$ cat src/rtl/ship_placer_if.sv
// Handshake and occupancy-map bundle between the fleet placer and its consumer.
// The consumer holds the master modport and drives start; the placer holds slave.
interface ship_placer_if;
  logic        start;
  logic [99:0] is_ship;
  logic        busy;
  logic        done;
  logic        fail;
  logic [2:0]  ships_placed;

  modport master (
    output start,
    input  is_ship, busy, done, fail, ships_placed
  );

  modport slave (
    input  start,
    output is_ship, busy, done, fail, ships_placed
  );
endinterface

$ cat src/rtl/ship_placer.sv
// Randomised placement of a 5/4/3/3/2 fleet on a 10x10 grid (index = row*10 + col).
// A free-running LFSR proposes candidates, which are checked and then committed one cell per cycle.
module ship_placer #(
  parameter logic [15:0] SEED      = 16'hACE1,
  parameter int unsigned MAX_TRIES = 255
) (
  input  logic          clk,
  input  logic          reset,
  ship_placer_if.slave  bus
);

  localparam logic [15:0] SEED_EFF    = (SEED == 16'h0000) ? 16'hACE1 : SEED;
  localparam logic [7:0]  TRY_LIMIT   = 8'(MAX_TRIES);
  // Fallback fleet: bits 4:0, 15:12, 22:20, 33:31, 44:43.
  localparam logic [99:0] DEFAULT_MAP = 100'h0000_0000_0000_1803_8070_F01F;

  typedef enum logic [2:0] {
    S_IDLE,
    S_DRAW,
    S_CHECK,
    S_COMMIT,
    S_DONE
  } state_t;

  function automatic logic [2:0] ship_size(input logic [2:0] idx);
    case (idx)
      3'd0:    ship_size = 3'd5;
      3'd1:    ship_size = 3'd4;
      3'd2:    ship_size = 3'd3;
      3'd3:    ship_size = 3'd3;
      default: ship_size = 3'd2;
    endcase
  endfunction

  state_t      state_q;
  logic [15:0] lfsr_q;
  logic [99:0] is_ship_q;
  logic        busy_q;
  logic        done_q;
  logic        fail_q;
  logic [2:0]  ships_q;
  logic [7:0]  try_q;
  logic [2:0]  ship_idx_q;
  logic [2:0]  k_q;
  logic [6:0]  base_q;
  logic [6:0]  addr_q;
  logic [6:0]  step_q;

  logic [15:0] lfsr_d;
  logic [3:0]  cand_col_d;
  logic [3:0]  cand_row_d;
  logic        cand_vert_d;
  logic [2:0]  size_d;
  logic [4:0]  col_end_d;
  logic [4:0]  row_end_d;
  logic        cand_ok_d;
  logic [6:0]  cand_base_d;
  logic        last_cell_d;
  logic        reject_d;
  logic [7:0]  try_inc_d;
  logic        exhaust_d;

  always_comb begin
    lfsr_d      = {lfsr_q[14:0], lfsr_q[15] ^ lfsr_q[13] ^ lfsr_q[12] ^ lfsr_q[10]};
    cand_col_d  = lfsr_q[3:0];
    cand_row_d  = lfsr_q[7:4];
    cand_vert_d = lfsr_q[8];
    size_d      = ship_size(ship_idx_q);
    col_end_d   = {1'b0, cand_col_d} + {2'b00, size_d};
    row_end_d   = {1'b0, cand_row_d} + {2'b00, size_d};
    cand_ok_d   = (cand_col_d <= 4'd9) && (cand_row_d <= 4'd9) &&
                  (cand_vert_d ? (row_end_d <= 5'd10) : (col_end_d <= 5'd10));
    // row*10 as (row<<3)+(row<<1); only meaningful once the candidate is valid.
    cand_base_d = {cand_row_d, 3'b000} + {2'b00, cand_row_d, 1'b0} + {3'b000, cand_col_d};
    last_cell_d = (k_q == (size_d - 3'd1));
    reject_d    = ((state_q == S_DRAW) && !cand_ok_d) ||
                  ((state_q == S_CHECK) && is_ship_q[addr_q]);
    try_inc_d   = try_q + 8'd1;
    exhaust_d   = (try_inc_d == TRY_LIMIT);
  end

  always_ff @(posedge clk) begin
    if (reset) begin
      state_q    <= S_IDLE;
      lfsr_q     <= SEED_EFF;
      is_ship_q  <= '0;
      busy_q     <= 1'b0;
      done_q     <= 1'b0;
      fail_q     <= 1'b0;
      ships_q    <= 3'd0;
      try_q      <= 8'd0;
      ship_idx_q <= 3'd0;
      k_q        <= 3'd0;
      base_q     <= 7'd0;
      addr_q     <= 7'd0;
      step_q     <= 7'd0;
    end else begin
      lfsr_q <= lfsr_d;
      if (reject_d) begin
        if (exhaust_d) begin
          is_ship_q <= DEFAULT_MAP;
          ships_q   <= 3'd5;
          fail_q    <= 1'b1;
          busy_q    <= 1'b0;
          done_q    <= 1'b1;
          state_q   <= S_DONE;
        end else begin
          try_q   <= try_inc_d;
          state_q <= S_DRAW;
        end
      end else begin
        case (state_q)
          S_IDLE, S_DONE: begin
            if (bus.start) begin
              is_ship_q  <= '0;
              ships_q    <= 3'd0;
              fail_q     <= 1'b0;
              try_q      <= 8'd0;
              ship_idx_q <= 3'd0;
              busy_q     <= 1'b1;
              done_q     <= 1'b0;
              state_q    <= S_DRAW;
            end
          end
          S_DRAW: begin
            base_q  <= cand_base_d;
            addr_q  <= cand_base_d;
            step_q  <= cand_vert_d ? 7'd10 : 7'd1;
            k_q     <= 3'd0;
            state_q <= S_CHECK;
          end
          S_CHECK: begin
            if (last_cell_d) begin
              k_q     <= 3'd0;
              addr_q  <= base_q;
              state_q <= S_COMMIT;
            end else begin
              k_q    <= k_q + 3'd1;
              addr_q <= addr_q + step_q;
            end
          end
          S_COMMIT: begin
            is_ship_q[addr_q] <= 1'b1;
            if (last_cell_d) begin
              ships_q <= ships_q + 3'd1;
              if (ship_idx_q == 3'd4) begin
                busy_q  <= 1'b0;
                done_q  <= 1'b1;
                state_q <= S_DONE;
              end else begin
                ship_idx_q <= ship_idx_q + 3'd1;
                state_q    <= S_DRAW;
              end
            end else begin
              k_q    <= k_q + 3'd1;
              addr_q <= addr_q + step_q;
            end
          end
          default: state_q <= S_IDLE;
        endcase
      end
    end
  end

  assign bus.is_ship      = is_ship_q;
  assign bus.busy         = busy_q;
  assign bus.done         = done_q;
  assign bus.fail         = fail_q;
  assign bus.ships_placed = ships_q;

endmodule
$ cat src/flat_wrapper.sv
// flat-port wrapper written by rule: the top's interface ports become plain ports
module ship_placer_flat 
#(
  parameter logic [15:0] SEED      = 16'hACE1,
  parameter int unsigned MAX_TRIES = 255
)
  (clk, reset, bus_start, bus_is_ship, bus_busy, bus_done, bus_fail, bus_ships_placed);
  ship_placer_if bus_i ();
  input  logic clk;
  input  logic reset;
  input wire logic [$bits(bus_i.start)-1:0] bus_start;
  output wire logic [$bits(bus_i.is_ship)-1:0] bus_is_ship;
  output wire logic [$bits(bus_i.busy)-1:0] bus_busy;
  output wire logic [$bits(bus_i.done)-1:0] bus_done;
  output wire logic [$bits(bus_i.fail)-1:0] bus_fail;
  output wire logic [$bits(bus_i.ships_placed)-1:0] bus_ships_placed;
  assign bus_i.start = bus_start;
  assign bus_is_ship = bus_i.is_ship;
  assign bus_busy = bus_i.busy;
  assign bus_done = bus_i.done;
  assign bus_fail = bus_i.fail;
  assign bus_ships_placed = bus_i.ships_placed;
  ship_placer #(.SEED(SEED), .MAX_TRIES(MAX_TRIES)) u_core (.clk(clk), .reset(reset), .bus(bus_i));
endmodule
$ cat config.mk
export PLATFORM = sky130hd
export DESIGN_NAME = ship_placer_flat
export DESIGN_NICKNAME = d
export VERILOG_FILES = /design/src/rtl/ship_placer_if.sv /design/src/rtl/ship_placer.sv /design/src/flat_wrapper.sv
export SDC_FILE = /design/constraint.sdc
export NUM_CORES = 1
export LEC_CHECK = 0
export ABC_CLOCK_PERIOD_IN_PS = 3900
export CORE_MARGIN = 2
export CORE_UTILIZATION = 55
export DETAILED_ROUTE_END_ITERATION = 12
export PLACE_DENSITY = 0.81
export SYNTH_ARGS = -nofsm -noshare
export SYNTH_HDL_FRONTEND = slang
export SYNTH_SLANG_ARGS = --single-unit
export TNS_END_PERCENT = 10
$ cat constraint.sdc
create_clock -name clk -period 3.9 [get_ports clk]
set_input_delay 0.39 -clock clk [delete_from_list [all_inputs] [get_ports clk]]
set_output_delay 0.39 -clock clk [all_outputs]
set_load 0.005 [all_outputs]
==> design notes <==
The flow ran to the end, and the final reports show no timing, DRC or antenna violations. Yosys attributes the largest share of cell area to sky130_fd_sc_hd__dfxtp_1 37%, sky130_fd_sc_hd__o211ai_1 7.9%, sky130_fd_sc_hd__a21oi_2 7.5%. The flow reports power dissipated in combinational cells as 1.10 mW. Across the placement rows, the number of tap cells is 184.

Looking at the power breakdown, the clock network takes 35.9% of the total. The final timing summary puts the cycle share of the worst path at 95.98%. According to the report, the first pass of detailed routing completed in 5 iterations.

Per the final report, the share of cell area in clock cells is 5.650%. The run gives 60 as the number of distinct library cells after synthesis. The startpoint of the worst-slack reg-to-reg timing path was u_core.ship_idx_q[0]. Clock latency on the worst-skew pair, taken at its later pin, is 0.43 ns.

Yosys reports that the leading cell type by area covers 37.47% of the netlist area. Clock tree synthesis inserted a total of 17 buffers. The cell type with the highest aggregate area in the netlist was sky130_fd_sc_hd__dfxtp_1. Looking at the post-CTS report, the setup buffer insertion count equals 0.

The run gives 1.82 mW as the power dissipated in sequential cells. In the Yosys report, the sequential cells make up 37.47% of the chip area. The relative max-transition margin came out at 22.13%. The count of nets left with antenna violations once routing finished came out at 0. The clock passes through at most 2 buffers.

In the final layout, excluding clock inverters the inverter count is 99. For hold timing, the worst endpoint is u_core.lfsr_q[10]. The synthesized instance count is 945.

Once detailed placement completed, the half-perimeter wirelength came to 15970 µm. Cells with a size suffix above 1 make up 15.86% of the layout. The run gives 0.0003437 V for the largest voltage drop on the vdd net.
routing by layer:
metal / vias up / part of all wire, % / GRT usage (%) / wire length [µm]
met4: 0 / 2.7 / 11.70 / 643
met1: 3570 / 43 / 40.99 / 10380
met2: 396 / 46 / 45.15 / 11010
li1: 3546 / - / - / -
met3: 57 / 8.3 / 4.808 / 1993
met5: - / 0 / 0 / 0
metrics by stage:
step / utilization, % / setup WS (ns)
floorplan: - / 0.3708
detailed placement: 64.93 / -0.002445
global route: 69.87 / 0.01182
finish: 69.87 / 0.1568
global placement: 64.93 / 0.08997
CTS: 68.90 / 0.03659
critical path: stages (launching register included):
cell                      delay (ns)
sky130_fd_sc_hd__dfxtp_2        0.34
sky130_fd_sc_hd__ha_1           0.19
sky130_fd_sc_hd__ha_1           0.22
sky130_fd_sc_hd__or4_4          0.54
sky130_fd_sc_hd__fa_1           0.56
sky130_fd_sc_hd__a21oi_1        0.09
sky130_fd_sc_hd__a32o_1         0.23
sky130_fd_sc_hd__a21oi_1        0.16
sky130_fd_sc_hd__a211o_1        0.15
sky130_fd_sc_hd__nand2_2        0.10
sky130_fd_sc_hd__a21oi_4        0.35
sky130_fd_sc_hd__buf_4          0.21
sky130_fd_sc_hd__buf_4          0.11
sky130_fd_sc_hd__a21o_2         0.21
sky130_fd_sc_hd__buf_4          0.14
sky130_fd_sc_hd__a21oi_2        0.03
cells by family (layout without fill, tap and decap cells):
logic type               Yosys count  count (layout)  synth area share [%]
XOR/XNOR                          17              17                 1.798
buffers and inverters            170             277                 9.155
AND-OR/OR-AND                    333             334                 28.63
AND/OR/NAND/NOR                  180             180                 10.53
flip-flops                       155             155                 37.47
multiplexers                      59              59                 7.282
adder cells (fa/ha/maj)           31              31                 5.137
The metal 1 layer:
The bar under the picture is 50 µm long. Supply wires on this layer in gray. Cells faint in the background.
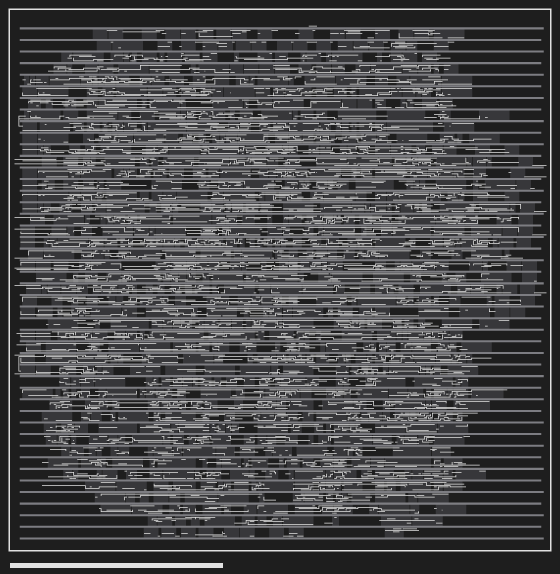
wire length on this layer = 10400 µm
nets with wire on the layer = 994
share of all routed wire = 43%
longest straight run = 37.7 µm
overall routed net length: 24030 µm
vias after detailed routing: 7569
met1 GRT Util: 40.99%

A small window of the routed layout:
The bar under the picture is 10 µm long. Window x 43 to 83, y 18 to 58 µm. Cells in gray, sequential cells in the stronger gray; small squares are vias.
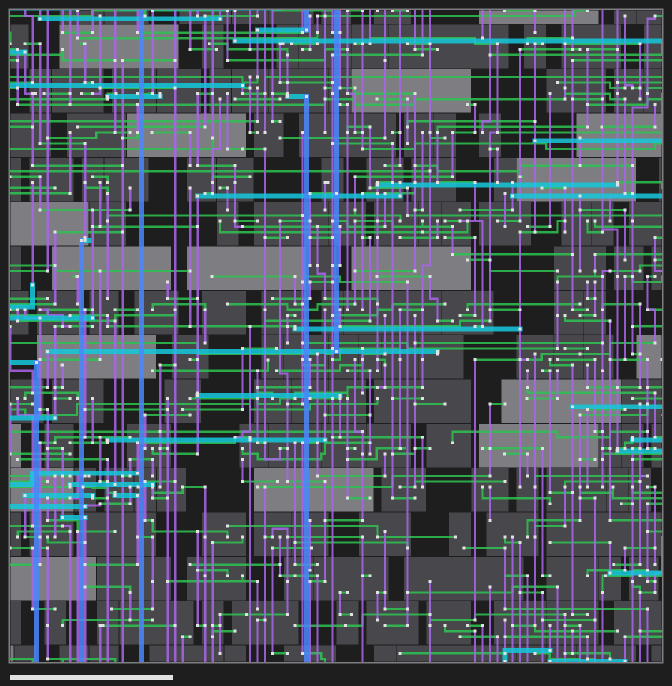
blue -> met4
purple -> met2
green -> met1
cyan -> met3
sequential cells in the window = 15
most frequent = dfxtp_1 (14), nand2_1 (13), inv_1 (11)
cells with their middle in the window = 139
netlist names of flops here include = u_core.k_q (3), u_core.state_q (3), u_core.addr_q (2)

The metal 2 layer:
The bar under the picture is 50 µm long. Cells faint in the background.
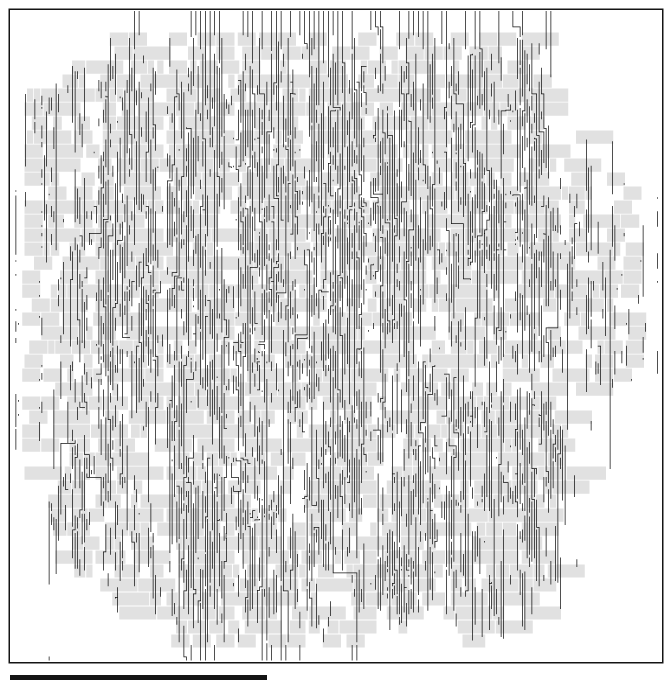
nets with wire on the layer = 902
wire length on this layer = 11000 µm
met2 Track Usage GR: 45.15%

Power is estimated from default activity; no workload was simulated.
